Run 1, wire density map:
Drawn at 3 px/µm. 17 x 22 tiles, from white (low) to dark blue (high), scaled to the fullest tile. Values are wire area over tile area, all layers added.
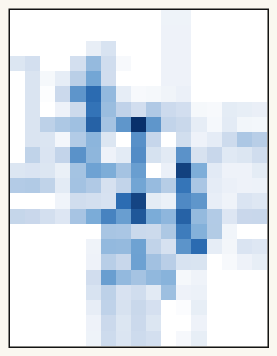
Run 1, routing congestion map:
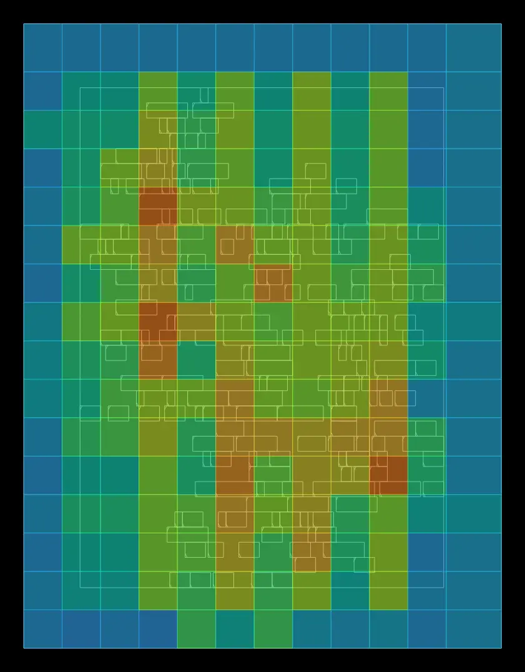
Run 1, clock distribution:
Drawn at 4 px/µm.
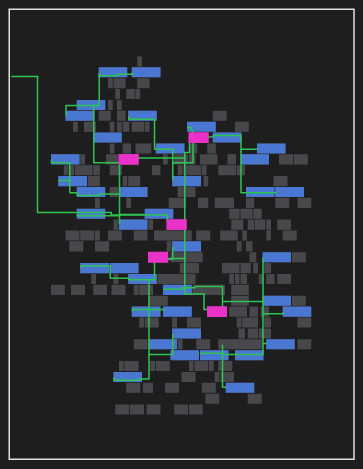
==> src/rtl/zjh_seg_scan.sv <==
// Multiplexed BCD-to-7-segment scanner: 4511-style latch/blank/lamp-test per digit,
// driving DIGITS common-cathode digits from one registered segment bus.
// Optional leading-zero blanking is enabled by defining ZJH_SEG_LZB_EN.
module zjh_seg_scan #(
    parameter int DIGITS   = 4,
    parameter int SCAN_DIV = 1000
) (
    input  logic                  clk,
    input  logic                  rst,
    input  logic                  le,
    input  logic                  bi_n,
    input  logic                  lt_n,
    input  logic [4*DIGITS-1:0]   d,
    output logic [6:0]            seg,
    output logic [DIGITS-1:0]     dig_sel
);

    localparam int CW = (SCAN_DIV > 1) ? $clog2(SCAN_DIV) : 1;
    localparam int IW = (DIGITS > 1) ? $clog2(DIGITS) : 1;
    localparam logic [CW-1:0] CNT_LAST = CW'(SCAN_DIV - 1);
    localparam logic [IW-1:0] IDX_LAST = IW'(DIGITS - 1);

    logic [4*DIGITS-1:0] data_r;
    logic [CW-1:0]       cnt_r;
    logic [IW-1:0]       idx_r;
    logic [6:0]          seg_r;
    logic [DIGITS-1:0]   dig_sel_r;

    logic [3:0]          nib_s;
    logic [6:0]          seg_next_s;
    logic [DIGITS-1:0]   dig_next_s;

    function automatic logic [6:0] bcd_decode(input logic [3:0] v);
        logic [6:0] r;
        case (v)
            4'd0:    r = 7'h3F;
            4'd1:    r = 7'h06;
            4'd2:    r = 7'h5B;
            4'd3:    r = 7'h4F;
            4'd4:    r = 7'h66;
            4'd5:    r = 7'h6D;
            4'd6:    r = 7'h7D;
            4'd7:    r = 7'h07;
            4'd8:    r = 7'h7F;
            4'd9:    r = 7'h6F;
            default: r = 7'h00;
        endcase
        return r;
    endfunction

`ifdef ZJH_SEG_LZB_EN
    logic [DIGITS-1:0] lzb_s;
    logic              zero_above_s;

    // Mark digits above 0 that are zero along with every digit more significant.
    always_comb begin
        lzb_s        = '0;
        zero_above_s = 1'b1;
        for (int k = DIGITS - 1; k >= 1; k--) begin
            zero_above_s = zero_above_s & (data_r[4*k +: 4] == 4'd0);
            lzb_s[k]     = zero_above_s;
        end
    end
`endif

    // Next segment pattern and digit strobe for the currently indexed digit.
    always_comb begin
        nib_s      = data_r[int'(idx_r)*4 +: 4];
        dig_next_s = '0;
        for (int k = 0; k < DIGITS; k++) begin
            dig_next_s[k] = (idx_r == IW'(k));
        end
        if (!lt_n) begin
            seg_next_s = 7'h7F;
        end else if (!bi_n) begin
            seg_next_s = 7'h00;
        end else begin
`ifdef ZJH_SEG_LZB_EN
            if (lzb_s[idx_r]) begin
                seg_next_s = 7'h00;
            end else begin
                seg_next_s = bcd_decode(nib_s);
            end
`else
            seg_next_s = bcd_decode(nib_s);
`endif
        end
    end

    // Data latch, scan divider, digit index and the shared output register stage.
    always_ff @(posedge clk) begin
        if (rst) begin
            data_r    <= '0;
            cnt_r     <= '0;
            idx_r     <= '0;
            seg_r     <= 7'h00;
            dig_sel_r <= '0;
        end else begin
            if (!le) begin
                data_r <= d;
            end else begin
                data_r <= data_r;
            end
            if (cnt_r == CNT_LAST) begin
                cnt_r <= '0;
                if (idx_r == IDX_LAST) begin
                    idx_r <= '0;
                end else begin
                    idx_r <= idx_r + IW'(1);
                end
            end else begin
                cnt_r <= cnt_r + CW'(1);
                idx_r <= idx_r;
            end
            // seg and dig_sel share one stage so a new digit never shows stale segments.
            seg_r     <= seg_next_s;
            dig_sel_r <= dig_next_s;
        end
    end

    assign seg     = seg_r;
    assign dig_sel = dig_sel_r;

endmodule

==> config.mk <==
export PLATFORM = sky130hd
export DESIGN_NAME = zjh_seg_scan
export DESIGN_NICKNAME = d
export VERILOG_FILES = /design/src/rtl/zjh_seg_scan.sv
export SDC_FILE = /design/constraint.sdc
export NUM_CORES = 1
export LEC_CHECK = 0
export CAP_MARGIN = 15
export CORE_ASPECT_RATIO = 1.4
export CORE_MARGIN = 10
export CORE_UTILIZATION = 28
export CTS_CLUSTER_DIAMETER = 60
export CTS_CLUSTER_SIZE = 28
export DETAILED_ROUTE_END_ITERATION = 8
export PLACE_DENSITY = 0.51
export SYNTH_ARGS = -nofsm -noshare
export SYNTH_HDL_FRONTEND = slang
export SYNTH_SLANG_ARGS = --single-unit
export TNS_END_PERCENT = 50
==> constraint.sdc <==
create_clock -name clk -period 3.1 [get_ports clk]
set_input_delay 0.62 -clock clk [delete_from_list [all_inputs] [get_ports clk]]
set_output_delay 0.62 -clock clk [all_outputs]
set_load 0.005 [all_outputs]
==> out/metrics.cfg, run 1 <==
[timing]
slew_headroom_pct=74.6
hold_violations=0
fmax_mhz=453
setup_violations=0
slew_viol_final=0
tightest_slew_ns=0.379
hold_slack_ns=0.452

[detailed_routing]
drtIter0Drc=28
vias=1200
drc=0
drt-pass1-iter-count=4

[placement]
place_ws_ns=0.894
hpwl_um=2620
gp_congestion=0.655
dpl_cell_area_um2=2080

[clock_tree]
cts-resized-gates=0
htree_num_levels=2
clock_sinks=39
cts_tree=done
clk_latency_ns=0.29
clk_pin_slew_worst_paths_ns=0.08
ctsHoldBuffers=0

[synth]
top_area_cell=dfxtp_1
yosysSeqAreaShare_pct=46.0
synthesis.nets=198
flop_cell=dfxtp_1
ys_cells=167
edf_count=0
synth.top_cell.area_share_pct=46.0
numSynthFlops=39
syn-cell-area_um2=1700
ys_area_um2=1700

[global_route]
grt_pass1_vias=1264
grt_max_degree=20
antenna_found_initial=0
grt_pass1_wl_um=5930
grt.overflow.total=0

[critical_path]
slowest_stage=mux4_1
crit_path_start_kind=flip-flop
critPathKind=flip-flop to flip-flop
required_ns=3.31
endpoint_kind=flip-flop

[floorplanning]
row_count=33
core_util_floorplan_pct=29.0
die_area_um2=9620
die_w_um=85.8
num_io_pins=32

[hold_path]
hold_path_class=flip-flop to flip-flop

[power]
switching_share_pct=21.7
seqPwrFrac_pct=49.0
p_comb_share_pct=10.9
powerDensity_nw_per_um2=498
p_switching_uw=237
power.internal_uw=856
max-vdd-ir-drop_uv=227

[cells_and_area]
antennaDiodeCount=0
nets=231
final_cell_mix=dfxtp_1, clkdlybuf4s50_1, nor2_1
final_area_um2=2190
area_growth_pct=29.2
drive_gt1_share_pct=8.96

[status]
status=finished, final reports clean

[job]
drv_cap=0
warning_count=33

-- 'wire density map' (at the start) --
nearly empty tiles	40%
tiles over half the peak	8.3%
fullest tile	0.35
drt total wl: 3370 µm
DR WL/cell: 12.4 µm

-- 'routing congestion map' (at the start) --
M1 GR Usage: 7.84%
overall global routing resource usage: 7.58%
Util after Layout: 37.4%
GR Util met2: 12.9%

-- 'clock distribution' (at the start) --
[clock-net drivers] magenta | count: 5
[flip-flops] blue | count: 39
[clock wires] green | length: 527 µm
routed clock nets	6

run 1: flip-flops by register name, indices dropped and copies added, names as in the netlist:
| name | count |
|---|---|
| seg | 7 |
| data_r | 16 |
| cnt_r | 10 |
| dig_sel | 4 |
| idx_r | 2 |
run 1: final timing paths:
path | start | endpoint | cells after the start
worst min register to register | cnt_r[0] | cnt_r[0] | 1
worst max register to register | idx_r[0] | seg[6] | 4
worst max-delay path | idx_r[0] | seg[6] | 4
worst min-delay path | cnt_r[0] | cnt_r[0] | 1
run 1: layout make-up:
type	instances	area [µm²]
Tap cell	70	87.6
Inverter	7	26.3
Sequential cell	39	781
Clock inverter	2	35.0
Timing Repair Buffer	33	325
Fill cell	608	3670
Multi-Input combinational cell	114	856
Clock buffer	6	82.6
run 1: Yosys cell counts, drive strengths merged (2+ instances only):
cell    number
a21oi        6
a31oi        2
buf          3
clkbuf       4
dfxtp       39
ha          10
inv          7
mux2i       17
mux4         4
nand2       10
nand2b       2
nor2        29
nor2b        4
o21a         2
o21ai        2
or3          2
or4          2
xnor2        5
xor2         4
run 1: kinds of logic (layout without fill, tap and decap cells):
| family | count (synthesis) | in the layout | synth area share [%] |
|---|---|---|---|
| and+or+nand+nor | 58 | 58 | 16.7 |
| DFF | 39 | 39 | 46.0 |
| muxes | 22 | 22 | 16.4 |
| AOI/OAI and AO/OA | 15 | 15 | 5.31 |
| buffers and inverters | 14 | 48 | 3.61 |
| adders and majority gates | 10 | 10 | 7.37 |
| xor gates and xnor gates | 9 | 9 | 4.64 |
run 1: critical path: cells and delay by family, from the launching register on:
kind / cells / cell delay (ns)
fa+ha+maj: 1 / 0.26
flops: 1 / 0.55
compound gates: 1 / 0.08
simple gates: 1 / 0.51
mux: 1 / 0.73
run 1: routing by layer:
metal  vias to the layer above  track usage, %  part of all wire, %
met3                         6            3.11                  5.9
li1                        629               -                    -
met5                         -               0                    0
met4                         0            3.63                  2.0
met2                        23            12.9                   50
met1                       542            7.84                   42
run 1: power groups by stage:
stage          registers (mW)  logic [mW]  clock network (mW)
2_1_floorplan           0.546      0.0636                   0
3_3_place_gp            0.548       0.121                   0
3_5_place_dp            0.548       0.121                   0
4_1_cts                 0.536       0.122               0.455
5_1_grt                 0.539       0.135               0.471
6_report                0.536       0.119               0.438
Run 1, logic cells by family:
Drawn at 3 px/µm.
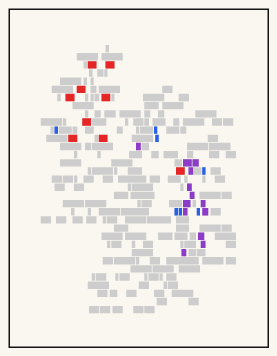

==> run 2: changes to the inputs <==
--- a/config.mk
+++ b/config.mk
@@ -12,7 +12,7 @@
 export CTS_CLUSTER_DIAMETER = 60
 export CTS_CLUSTER_SIZE = 28
 export DETAILED_ROUTE_END_ITERATION = 8
-export PLACE_DENSITY = 0.51
+export PLACE_DENSITY = 0.53
 export SYNTH_ARGS = -nofsm -noshare
 export SYNTH_HDL_FRONTEND = slang
 export SYNTH_SLANG_ARGS = --single-unit
==> constraint.sdc (replaced) <==
create_clock -name clk -period 2 [get_ports clk]
set_input_delay 0.4 -clock clk [delete_from_list [all_inputs] [get_ports clk]]
set_output_delay 0.4 -clock clk [all_outputs]
set_load 0.005 [all_outputs]
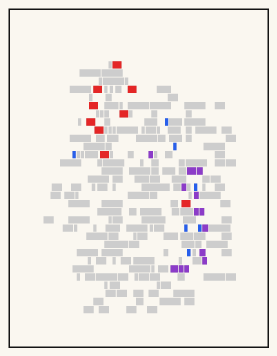
Run 2: logic cells by family
Drawn at 3 px/µm.
family	colour	cells	most used
aoi and oai cells	purple	13	a21oi_1
inv cells	blue	7	inv_1
xor and xnor cells	red	9	xnor2_1

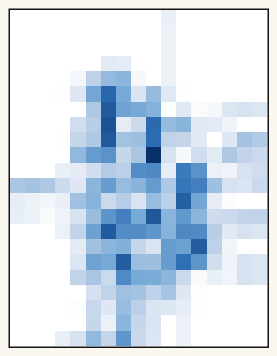
Run 2: wire density map
Drawn at 3 px/µm. 17 x 22 tiles, from white (low) to dark blue (high), scaled to the fullest tile. Values are wire area over tile area, all layers added.
nearly empty tiles	45%
densest ninth of the die	middle
emptiest ninth of the die	top right
mean over tiles	0.059
tiles over half the peak	13%
drt total wl: 3540 µm
DR WL/cell: 12.7 µm

==> out/metrics.cfg, run 2 <==
[floorplanning]
die_h_um=112
die_w_um=85.8
core_util_floorplan_pct=29.0
die_area_um2=9620
num_io_pins=32
row_count=33
core_area_um2=5860

[critical_path]
path_cells=mux4_1 > ha_1 > or4_1 > o221ai_1
reg2reg_depth=4
required_ns=2.21
endpoint_kind=flip-flop
regToRegStartpoint=idx_r[0]
worstReg2RegEnd=seg[6]
critPathKind=flip-flop to flip-flop
crit_path_max_fanout=4
crit_arrival_ns=2.09
slowest_stage=mux4_1
max_stage_delay_ns=0.59
crit_path_start_kind=flip-flop

[clock_tree]
clock_sinks=39
ctsHoldBuffers=0
root_buffer=clkbuf_8
cts_setup_buffers=0
clk_pin_slew_worst_paths_ns=0.08
clk_latency_ns=0.29
htree_num_levels=2
cts_tree=done
clk_path_buf_depth=2
cts-resized-gates=0

[detailed_routing]
vias=1250
drtIter0Drc=84
antenna_left=0
drc=0
drt-pass1-iter-count=3

[synth]
numSynthFlops=39
ys_area_um2=1700
syn-cell-area_um2=1700
common_cells=dfxtp_1, nor2_1, mux2i_1
synth_cells=167
edf_count=0
flop_cell=dfxtp_1
top_area_cell=dfxtp_1
ys_cells=167
yosysSeqAreaShare_pct=46.0
top_cell=dfxtp_1
synth.top_cell.area_share_pct=46.0
area_leaders=dfxtp_1, mux2i_1, ha_1
synthesis.nets=198
async_flop_share_pct=0
yosys_warnings=0
synth_cell_type_count=38

[timing]
fmax_mhz=533
finalClockSkew_ns=0.00458
hold_violations=0
tightest_slew_ns=0.325
rsz0062_at_grt=no
slew_viol_final=0
period_used_pct=93.8
setup_violations=0
slew_headroom_pct=78.3
hold_slack_ns=0.458
min_period_ns=1.88

[cells_and_area]
top_register=data_r
area_growth_pct=29.9
antennaDiodeCount=0
fin_cells=278
nets=238
largest_register_ffs=16
drive_gt1_share_pct=11.5
final_area_um2=2210
lay_top_count=dfxtp_1
final_cell_mix=dfxtp_1, clkdlybuf4s50_1, nor2_1

[placement]
gp_congestion=0.738
dp_cells=270
hpwl_um=2660
dpl_cell_area_um2=2120
io_buffers=31

[job]
drv_cap=0
warning_count=33

[power]
total_power_mw=1.55
powerDensity_nw_per_um2=700
max-vdd-ir-drop_uv=238

[global_route]
antenna_found_initial=0
grt_pass1_vias=1260
grt_max_degree=17
grt.overflow.total=0
grt_usage_pct=7.80
grt_pass1_wl_um=5980

[hold_path]
min_delay_worst_endpoint=cnt_r[0]
hold_path_class=flip-flop to flip-flop
whs_path_depth=1
min-delay-start=cnt_r[0]

[status]
status=finished, final reports clean

## run 2: worst max path at each step
stage | cells after the start | end | startpoint
5_1_grt | 7 | seg[4] | idx_r[0]
6_report | 4 | seg[6] | idx_r[0]
3_5_place_dp | 7 | seg[4] | idx_r[0]
3_3_place_gp | 4 | seg[6] | idx_r[0]
2_1_floorplan | 5 | seg[6] | idx_r[0]
4_1_cts | 7 | seg[4] | idx_r[0]
## run 2: where the power goes
part           switching (mW)  total [mW]  internal, mW
registers              0.0162       0.830         0.814
logic                  0.0790       0.194         0.115
clock network           0.276       0.521         0.245
total                   0.371        1.55          1.17
## run 2: through the flow
| stage | setup WS [ns] | util (%) |
|---|---|---|
| after floorplan | 0.0454 | - |
| final | 0.124 | 37.6 |
| after CTS | 0.119 | 37.6 |
| after global routing | 0.0514 | 37.6 |
| after global placement | 0.156 | 36.2 |
| after detailed placement | 0.127 | 36.2 |
## run 2: final cells by class
class                   instances  area [µm²]
fillers                       621        3660
clock inverters                 1        5.00
well taps                      70        87.6
multi-input cells             114         852
clock buffers                   7        76.3
inverters                       7        26.3
flip-flops and latches         39         781
repair buffers                 40         378
## run 2: critical path: cells and delay by family (launching register included)
kind	cells	cell delay (ns)
fa+ha+maj	1	0.21
simple gates	1	0.51
mux	1	0.59
compound gates	1	0.07
flops	1	0.41
## run 2: metal layers
layer | GRT usage, % | share of wire, % | up-vias
met4 | 4.96 | 2.8 | 0
met2 | 12.5 | 49 | 25
met5 | 0 | 0 | -
li1 | - | - | 647
met3 | 3.11 | 5.6 | 6
met1 | 8.26 | 42 | 572
## run 2: cells by family after synthesis
logic type               after synthesis  synth area share (%)
AND/OR/NAND/NOR                       58                  16.7
adder cells (fa/ha/maj)               10                  7.37
XOR/XNOR                               9                  4.64
buffers and inverters                 14                  3.61
flip-flops                            39                  46.0
AND-OR/OR-AND                         15                  5.31
multiplexers                          22                  16.4
No activity file was given, so power comes from the tool's default toggle rates.
